## src/rtl/servo_frame_seq_if.sv

```systemverilog
`default_nettype none
// ============================================================================
// Module      : servo_frame_seq_if
// Description : Position handshake from the SPI receiver into the sequencer.
// Revision    : 1.0 - initial release
// ============================================================================
interface servo_frame_seq_if;
    logic       pos_valid;
    logic [9:0] pos_data;
    logic       pos_ready;

    modport master (output pos_valid, output pos_data, input pos_ready);
    modport slave  (input pos_valid, input pos_data, output pos_ready);
endinterface
`default_nettype wire

```

## src/rtl/servo_frame_seq.sv

```systemverilog
`default_nettype none
// ============================================================================
// Module      : servo_frame_seq
// Description : 1 us tick, 20 ms frame counter and slew-limited, failsafe-
//               protected pulse-width sequencer for the servo PWM comparator.
// Revision    : 1.0 - initial release
// ============================================================================
module servo_frame_seq #(
    parameter int TICK_DIV       = 100,
    parameter int PERIOD_TICKS   = 20000,
    parameter int PULSE_MIN      = 1000,
    parameter int PULSE_MAX      = 2000,
    parameter int PULSE_CENTER   = 1500,
    parameter int SLEW_STEP      = 50,
    parameter int TIMEOUT_FRAMES = 25
) (
    input  logic               clk,
    input  logic               rst,
    input  logic               enable,
    servo_frame_seq_if.slave   pos_if,
    output logic [14:0]        cntr_val,
    output logic [10:0]        y_val,
    output logic               frame_start,
    output logic               failsafe
);

    localparam int c_PS_W = (TICK_DIV > 1) ? $clog2(TICK_DIV) : 1;
    localparam int c_TO_W = $clog2(TIMEOUT_FRAMES + 1);

    localparam logic [1:0] c_IDLE     = 2'd0;
    localparam logic [1:0] c_RUN      = 2'd1;
    localparam logic [1:0] c_FAILSAFE = 2'd2;

    logic [1:0]        r_state;
    logic [c_PS_W-1:0] r_presc;
    logic [10:0]       r_target;
    logic [10:0]       r_pending;
    logic              r_pending_flag;
    logic [c_TO_W-1:0] r_to_cnt;

    logic              w_tick;
    logic              w_wrap;
    logic              w_accept;
    logic [10:0]       w_pos_pulse;
    logic [c_TO_W-1:0] w_to_inc;
    logic              w_timeout;
    logic [10:0]       w_next_target;
    logic [10:0]       w_diff;
    logic [10:0]       w_y_next;

    assign pos_if.pos_ready = (r_state != c_IDLE);

    assign w_tick   = (r_presc == c_PS_W'(TICK_DIV - 1));
    assign w_wrap   = (r_state != c_IDLE) && w_tick &&
                      (cntr_val == 15'(PERIOD_TICKS - 1));
    assign w_accept = pos_if.pos_valid && pos_if.pos_ready;

    // Positions above full-right saturate to PULSE_MAX.
    assign w_pos_pulse = 11'(PULSE_MIN) +
                         ((pos_if.pos_data > 10'd1000) ? 11'd1000 : {1'b0, pos_if.pos_data});

    assign w_to_inc  = (r_to_cnt == c_TO_W'(TIMEOUT_FRAMES)) ? r_to_cnt
                                                             : r_to_cnt + c_TO_W'(1);
    // A same-cycle accept clears the counter, so it cannot trip the timeout.
    assign w_timeout = (r_state == c_RUN) && !r_pending_flag && !w_accept &&
                       (w_to_inc == c_TO_W'(TIMEOUT_FRAMES));

    always_comb begin
        w_next_target = r_target;
        if (r_pending_flag) begin
            w_next_target = r_pending;
        end else if (w_timeout) begin
            w_next_target = 11'(PULSE_CENTER);
        end

        // Compare before subtracting so the unsigned difference never wraps.
        w_diff   = 11'd0;
        w_y_next = y_val;
        if (w_next_target >= y_val) begin
            w_diff   = w_next_target - y_val;
            w_y_next = (w_diff <= 11'(SLEW_STEP)) ? w_next_target : y_val + 11'(SLEW_STEP);
        end else begin
            w_diff   = y_val - w_next_target;
            w_y_next = (w_diff <= 11'(SLEW_STEP)) ? w_next_target : y_val - 11'(SLEW_STEP);
        end
    end

    always_ff @(posedge clk) begin
        if (rst || !enable) begin
            r_state        <= c_IDLE;
            r_presc        <= '0;
            cntr_val       <= '0;
            y_val          <= '0;
            r_target       <= '0;
            r_pending_flag <= 1'b0;
            r_to_cnt       <= '0;
            frame_start    <= 1'b0;
            failsafe       <= 1'b0;
            if (rst) begin
                r_pending <= '0;
            end
        end else begin
            case (r_state)
                c_IDLE: begin
                    r_state        <= c_RUN;
                    y_val          <= 11'(PULSE_CENTER);
                    r_target       <= 11'(PULSE_CENTER);
                    r_to_cnt       <= '0;
                    r_pending_flag <= 1'b0;
                end
                c_RUN, c_FAILSAFE: begin
                    r_presc     <= w_tick ? '0 : r_presc + c_PS_W'(1);
                    frame_start <= w_wrap;
                    if (w_tick) begin
                        cntr_val <= w_wrap ? 15'd0 : cntr_val + 15'd1;
                    end
                    if (w_wrap) begin
                        r_target <= w_next_target;
                        y_val    <= w_y_next;
                        r_to_cnt <= w_to_inc;
                        if (r_pending_flag) begin
                            r_pending_flag <= 1'b0;
                            r_state        <= c_RUN;
                            failsafe       <= 1'b0;
                        end else if (w_timeout) begin
                            r_state  <= c_FAILSAFE;
                            failsafe <= 1'b1;
                        end
                    end
                    // Placed last so a same-cycle accept overrides the boundary.
                    if (w_accept) begin
                        r_pending      <= w_pos_pulse;
                        r_pending_flag <= 1'b1;
                        r_to_cnt       <= '0;
                    end
                end
                default: begin
                    r_state <= c_IDLE;
                end
            endcase
        end
    end

endmodule
`default_nettype wire

```

## src/flat_wrapper.sv

```systemverilog
// flat-port wrapper written by rule: the top's interface ports become plain ports
module servo_frame_seq_flat 
#(
    parameter int TICK_DIV       = 100,
    parameter int PERIOD_TICKS   = 20000,
    parameter int PULSE_MIN      = 1000,
    parameter int PULSE_MAX      = 2000,
    parameter int PULSE_CENTER   = 1500,
    parameter int SLEW_STEP      = 50,
    parameter int TIMEOUT_FRAMES = 25
)
  (clk, rst, enable, cntr_val, y_val, frame_start, failsafe, pos_if_pos_valid, pos_if_pos_data, pos_if_pos_ready);
  servo_frame_seq_if pos_if_i ();
  input  logic clk;
  input  logic rst;
  input  logic enable;
  output logic [14:0] cntr_val;
  output logic [10:0] y_val;
  output logic frame_start;
  output logic failsafe;
  input wire logic [$bits(pos_if_i.pos_valid)-1:0] pos_if_pos_valid;
  input wire logic [$bits(pos_if_i.pos_data)-1:0] pos_if_pos_data;
  output wire logic [$bits(pos_if_i.pos_ready)-1:0] pos_if_pos_ready;
  assign pos_if_i.pos_valid = pos_if_pos_valid;
  assign pos_if_i.pos_data = pos_if_pos_data;
  assign pos_if_pos_ready = pos_if_i.pos_ready;
  servo_frame_seq #(.TICK_DIV(TICK_DIV), .PERIOD_TICKS(PERIOD_TICKS), .PULSE_MIN(PULSE_MIN), .PULSE_MAX(PULSE_MAX), .PULSE_CENTER(PULSE_CENTER), .SLEW_STEP(SLEW_STEP), .TIMEOUT_FRAMES(TIMEOUT_FRAMES)) u_core (.clk(clk), .rst(rst), .enable(enable), .pos_if(pos_if_i), .cntr_val(cntr_val), .y_val(y_val), .frame_start(frame_start), .failsafe(failsafe));
endmodule
```

## config.mk

```make
export PLATFORM = sky130hd
export DESIGN_NAME = servo_frame_seq_flat
export DESIGN_NICKNAME = d
export VERILOG_FILES = /design/src/rtl/servo_frame_seq_if.sv /design/src/rtl/servo_frame_seq.sv /design/src/flat_wrapper.sv
export SDC_FILE = /design/constraint.sdc
export NUM_CORES = 1
export LEC_CHECK = 0
export ABC_AREA = 1
export CAP_MARGIN = 20
export CORE_UTILIZATION = 45
export CTS_BUF_LIST = sky130_fd_sc_hd__clkbuf_8
export CTS_CLUSTER_SIZE = 10
export DETAILED_ROUTE_END_ITERATION = 8
export GPL_TIMING_DRIVEN = 0
export HOLD_SLACK_MARGIN = 0.06
export PLACE_DENSITY = 0.69
export REMOVE_ABC_BUFFERS = 1
export SYNTH_ARGS = -nofsm -noshare
export SYNTH_HDL_FRONTEND = slang
export SYNTH_SLANG_ARGS = --single-unit
```

## constraint.sdc

```tcl
create_clock -name clk -period 5.8 [get_ports clk]
set_input_delay 0.87 -clock clk [delete_from_list [all_inputs] [get_ports clk]]
set_output_delay 0.87 -clock clk [all_outputs]
set_load 0.1 [all_outputs]
```

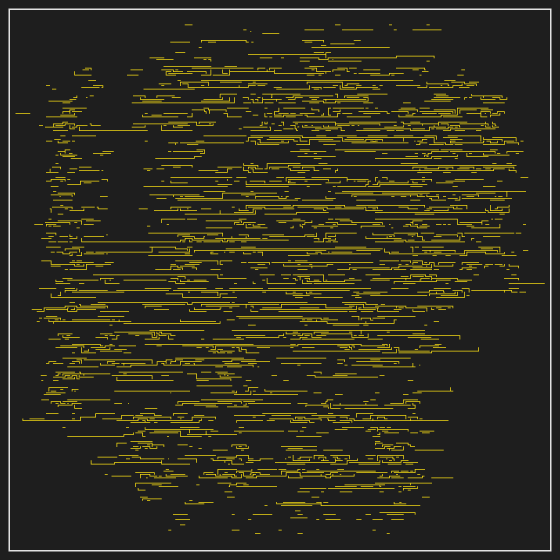
Fig. 1. Met1 routing.
nets with wire on the layer: 702
share of all routed wire: 46%
main direction: horizontal
wire length on this layer: 5530 um
longest straight run: 44.6 um
via count: 4689
GR Layer Usage met1: 0.2930

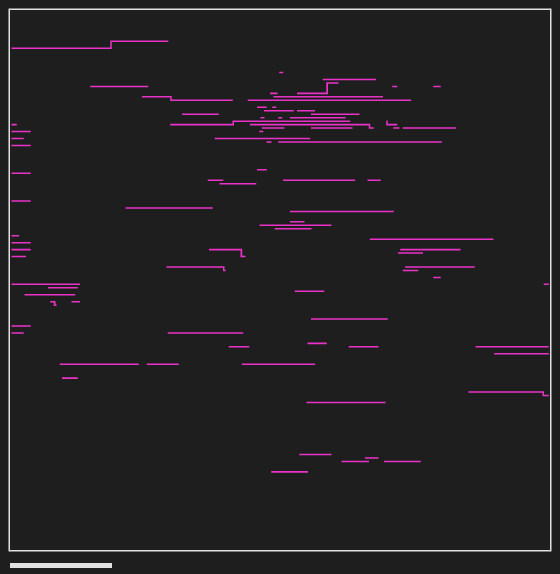
Fig. 2. Metal 3.
Bar = 20 um.
wire length on this layer: 708 um
main direction: horizontal
nets with wire on the layer: 65
longest straight run: 31.7 um
share of all routed wire: 5.9%
routed wire length: 12080 um
grt met3 use: 0.04576

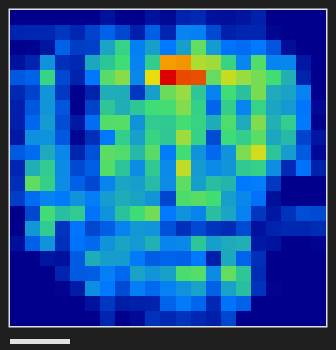
Fig. 3. Wire density map.
Bar = 20 um. 21 x 21 tiles, from dark blue (low) to red (high), scaled to the fullest tile. Values are wire area over tile area, all layers added.
mean over tiles: 0.17
emptiest ninth of the die: lower right
fullest tile: 0.74
nearly empty tiles: 19%
All-Layer GR Usage: 0.2227
WL per Instance: 13.95 um

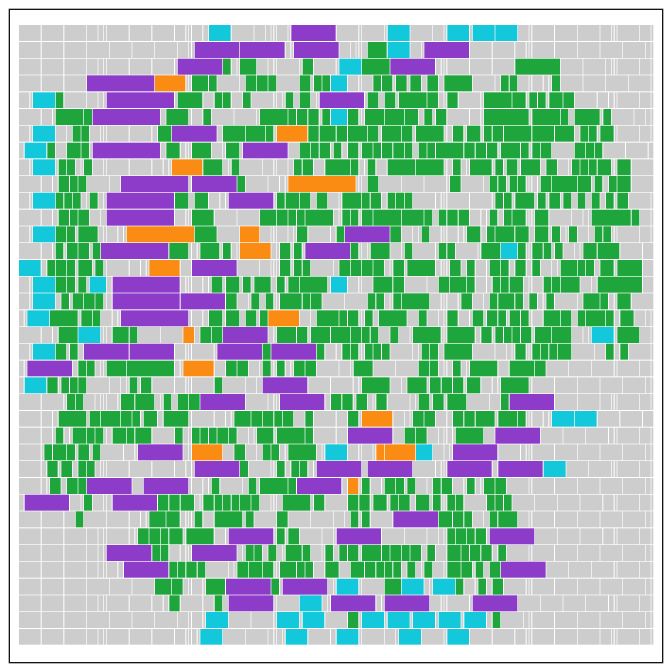
Fig. 4. Cells colored by class.
Fill, decap, tap and diode cells in gray.
legend:
  orange:
    class: clock drivers and dummy loads
    cells: 16
    share_of_their_area: 4.0%
  purple:
    class: sequential cells
    cells: 65
    share_of_their_area: 26%
  cyan:
    class: remaining buffers and delay cells
    cells: 48
    share_of_their_area: 8.6%
  green:
    class: combinational and other logic
    cells: 601
    share_of_their_area: 61%
Finished Cell Area: 5609 um2
Site Rows: 37
Core Box Area: 10370 um2
fin util: 0.5409

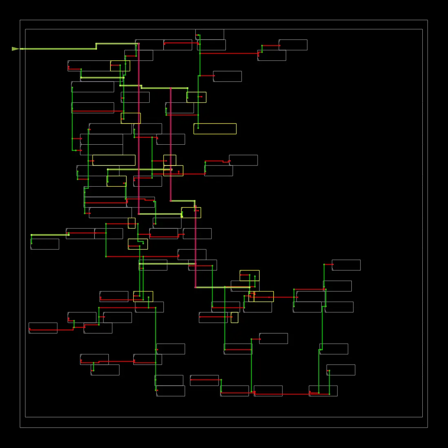
Fig. 5. Clock routing.
CTS Sinks: 65
clk latency late pin: 0.34 ns
CTS Buf Count: 9
Clock buffer cells: 10

==> final timing paths <==
kind	startpoint	endpoint	slack (ns)
hold reg to reg	u_core.r_target[9]	u_core.r_target[9]	0.47
setup reg to reg	u_core.r_state[1]	u_core.y_val[9]	0.90
setup / recovery	pos_if_pos_valid	u_core.y_val[9]	0.70
hold / removal	u_core.r_target[9]	u_core.r_target[9]	0.47
==> worst min-delay path, stage by stage (launching register included) <==
cell     delay (ns)
dfxtp_1        0.31
nand2_1        0.06
a21oi_1        0.06
==> report_power, final <==
group          switching, mW  total (mW)  internal (mW)
Combinational          0.453       0.667          0.213
Sequential            0.0234       0.503          0.480
Clock                  0.179       0.431          0.252
Total                  0.656        1.60          0.945
==> logic make-up after synthesis <==
| family | Yosys count |
|---|---|
| flops | 65 |
| compound gates | 150 |
| simple gates | 288 |
| buf+inv | 131 |
| xor+xnor | 25 |
| fa+ha+maj | 29 |
==> registers in the layout, indices dropped and copies added, names as in the netlist <==
| name | flops |
|---|---|
| u_core.r_pending | 11 |
| u_core.r_to_cnt | 5 |
| u_core.y_val | 11 |
| u_core.r_presc | 7 |
| u_core.r_target | 11 |
| u_core.r_state | 2 |
| u_core.frame_start | 1 |
| u_core.cntr_val | 15 |
| u_core.r_pending_flag | 1 |
| u_core.failsafe | 1 |
==> cell usage in the layout, fill, tap and decap left out, types with 4 or more instances in the layout <==
master / synthesis / layout
nand2_1: 107 / 107
inv_1: 103 / 104
a21oi_1: 64 / 64
nor2_1: 56 / 55
dfxtp_1: 54 / 54
clkdlybuf4s50_1: 0 / 42
nand3_1: 38 / 38
o21ai_0: 35 / 35
ha_1: 27 / 27
nor3_1: 24 / 24
xor2_1: 22 / 22
nand2_2: 16 / 16
nand4_1: 11 / 11
edfxtp_1: 11 / 11
nand3_2: 10 / 10
clkbuf_8: 0 / 10
o21ai_1: 7 / 7
o22ai_1: 6 / 6
a211oi_1: 6 / 6
buf_4: 1 / 6
a21oi_2: 5 / 5
nor4_1: 5 / 5
a221oi_1: 5 / 5
inv_2: 4 / 4
o211ai_2: 4 / 4
==> routing by layer <==
layer / track usage / wire [um] / vias up
met3: 0.04576 / 708 / 26
met5: 0 / 0 / -
li1: - / - / 2358
met4: 0.07738 / 261 / 0
met2: 0.3609 / 5577 / 139
met1: 0.2930 / 5531 / 2166
==> repair_timing <==
| item | in CTS | in global routing |
|---|---|---|
| hold buffers | 0 | 0 |
| setup buffers | 0 | 5 |
| resized | 1 | 2 |
| endpoints found under the setup margin | 8 | 11 |
| pin swaps | 0 | 0 |
==> per-stage QoR <==
stage	utilization	power [mW]	hold WS, ns	worst slack [ns]	instances
after CTS	0.5363	1.588	0.4759	0.2458	861
after global placement	0.5141	1.138	0.4534	-0.3958	844
after floorplan	-	1.013	0.4450	1.109	666
after detailed placement	0.5148	1.158	0.4642	-0.5423	845
after global routing	0.5409	1.704	0.4928	0.1632	866
final	0.5409	1.601	0.4721	0.7016	866
==> cell type report <==
class | count | share of cell area
flip-flops and latches | 65 | 0.2516
clock buffers | 10 | 0.02454
clock inverters | 6 | 0.01472
well taps | 136 | 0.03034
multi-input cells | 492 | 0.5229
inverters | 109 | 0.07294
repair buffers | 48 | 0.08298
==> flow_summary.ini <==
; yosys + openroad results
[worst_setup_path]
crit_type = input port to register
crit_top_cell = inv_1
worstPathArrival_ns = 5.36
reg2reg_depth = 27
crit_cells = 25
critPathLaunchType = input port
slowest_stage = clkdlybuf4s50_1
endpoint_kind = register
critPathMaxStageDelay_ns = 0.40
path_max_fanout = 13
crit_required_ns = 6.06
critPathBufInv = 6
crit_family = AND-OR/OR-AND gates

[job]
cap_violations = 0
warning_count = 35

[timing]
period_minus_slack_ns = 5.098
finalSetupViolations = 0
rsz0062_at_grt = false
drv_slew = 0
tightest_slew_ns = 1.074
slew_headroom = 0.2811
hold_viol = 0
timing.setup.tns_ns = 0
period_used_share = 0.8790
fmax_ghz = 0.1961
worst_clock_skew_ns = 0.01048

[finish]
nNetsFinal = 768
layout-drive-gt1-share = 0.1096
fill_cells = 1020
seq_area_um2 = 1411
syn_to_final_growth_pct = 15.81
comb_area_um2 = 2933
antenna_cells = 0

[clocking]
cts_tree = built
path_clk_slew_ns = 0.08
h-tree-depth = 3
clk_path_buf_depth = 2
cts_root_buffer = clkbuf_8

[grt]
grt_overflow = 0
grt_first_pass_wirelength_um = 20200
grt_max_degree = 28
grt_pass1_vias = 4361
antenna_found_initial = 0

[die]
die_h_um = 105.7
ios = 43
fp.dieW_um = 105.7
die_area_um2 = 11180
fp_util = 0.4671

[yosys]
avgSynthCellArea_um2 = 7.040
mux_area_frac = 0
synth_seq_share = 0.2914
simple_gate_share = 0.2963
xor_share = 0.04521
ys_ff = 65
async_flop_share = 0
yosys_area_um2 = 4843
synthMostInstantiatedCell = nand2_1
enable_flop_cells = 11
netlist.area_leader.share = 0.2232
top_logic_kind = simple AND/OR/NAND/NOR gates
ys_sh_adder = 0.07802
syn_area_um2 = 4843
ys_cells = 688
top_area_cell = dfxtp_1
yosys_warnings = 0
synth_cells = 688
ys_top_cells_by_area = dfxtp_1 (22%), nand2_1 (8.3%), inv_1 (8.0%), ha_1 (7.0%), edfxtp_1 (6.8%)
ff_type = dfxtp_1
aoi_share = 0.1834
ys_types = 51
synthTopCellsByCount = nand2_1 (107), inv_1 (103), a21oi_1 (64)

[placed_design]
port_buffers = 42
dpl-instance-area_um2 = 5339
hpwlAfterDp_um = 9109
gp_congestion = 0.9237

[min_path]
hold_path_depth = 2
hold_path_class = register to register

[power_and_ir_drop]
ir_worst_vdd_v = 0.0001279
leakagePower_nw = 2.426
p_per_area_nw_per_um2 = 285.5

[route]
dr.pass1.iters = 5
drc_errors = 0
ant_nets = 0
drt-initial-drc-count = 271
via_per_inst = 5.415

[status]
status = completed
Power figures rest on the tool's default switching activity, not on a simulated workload.
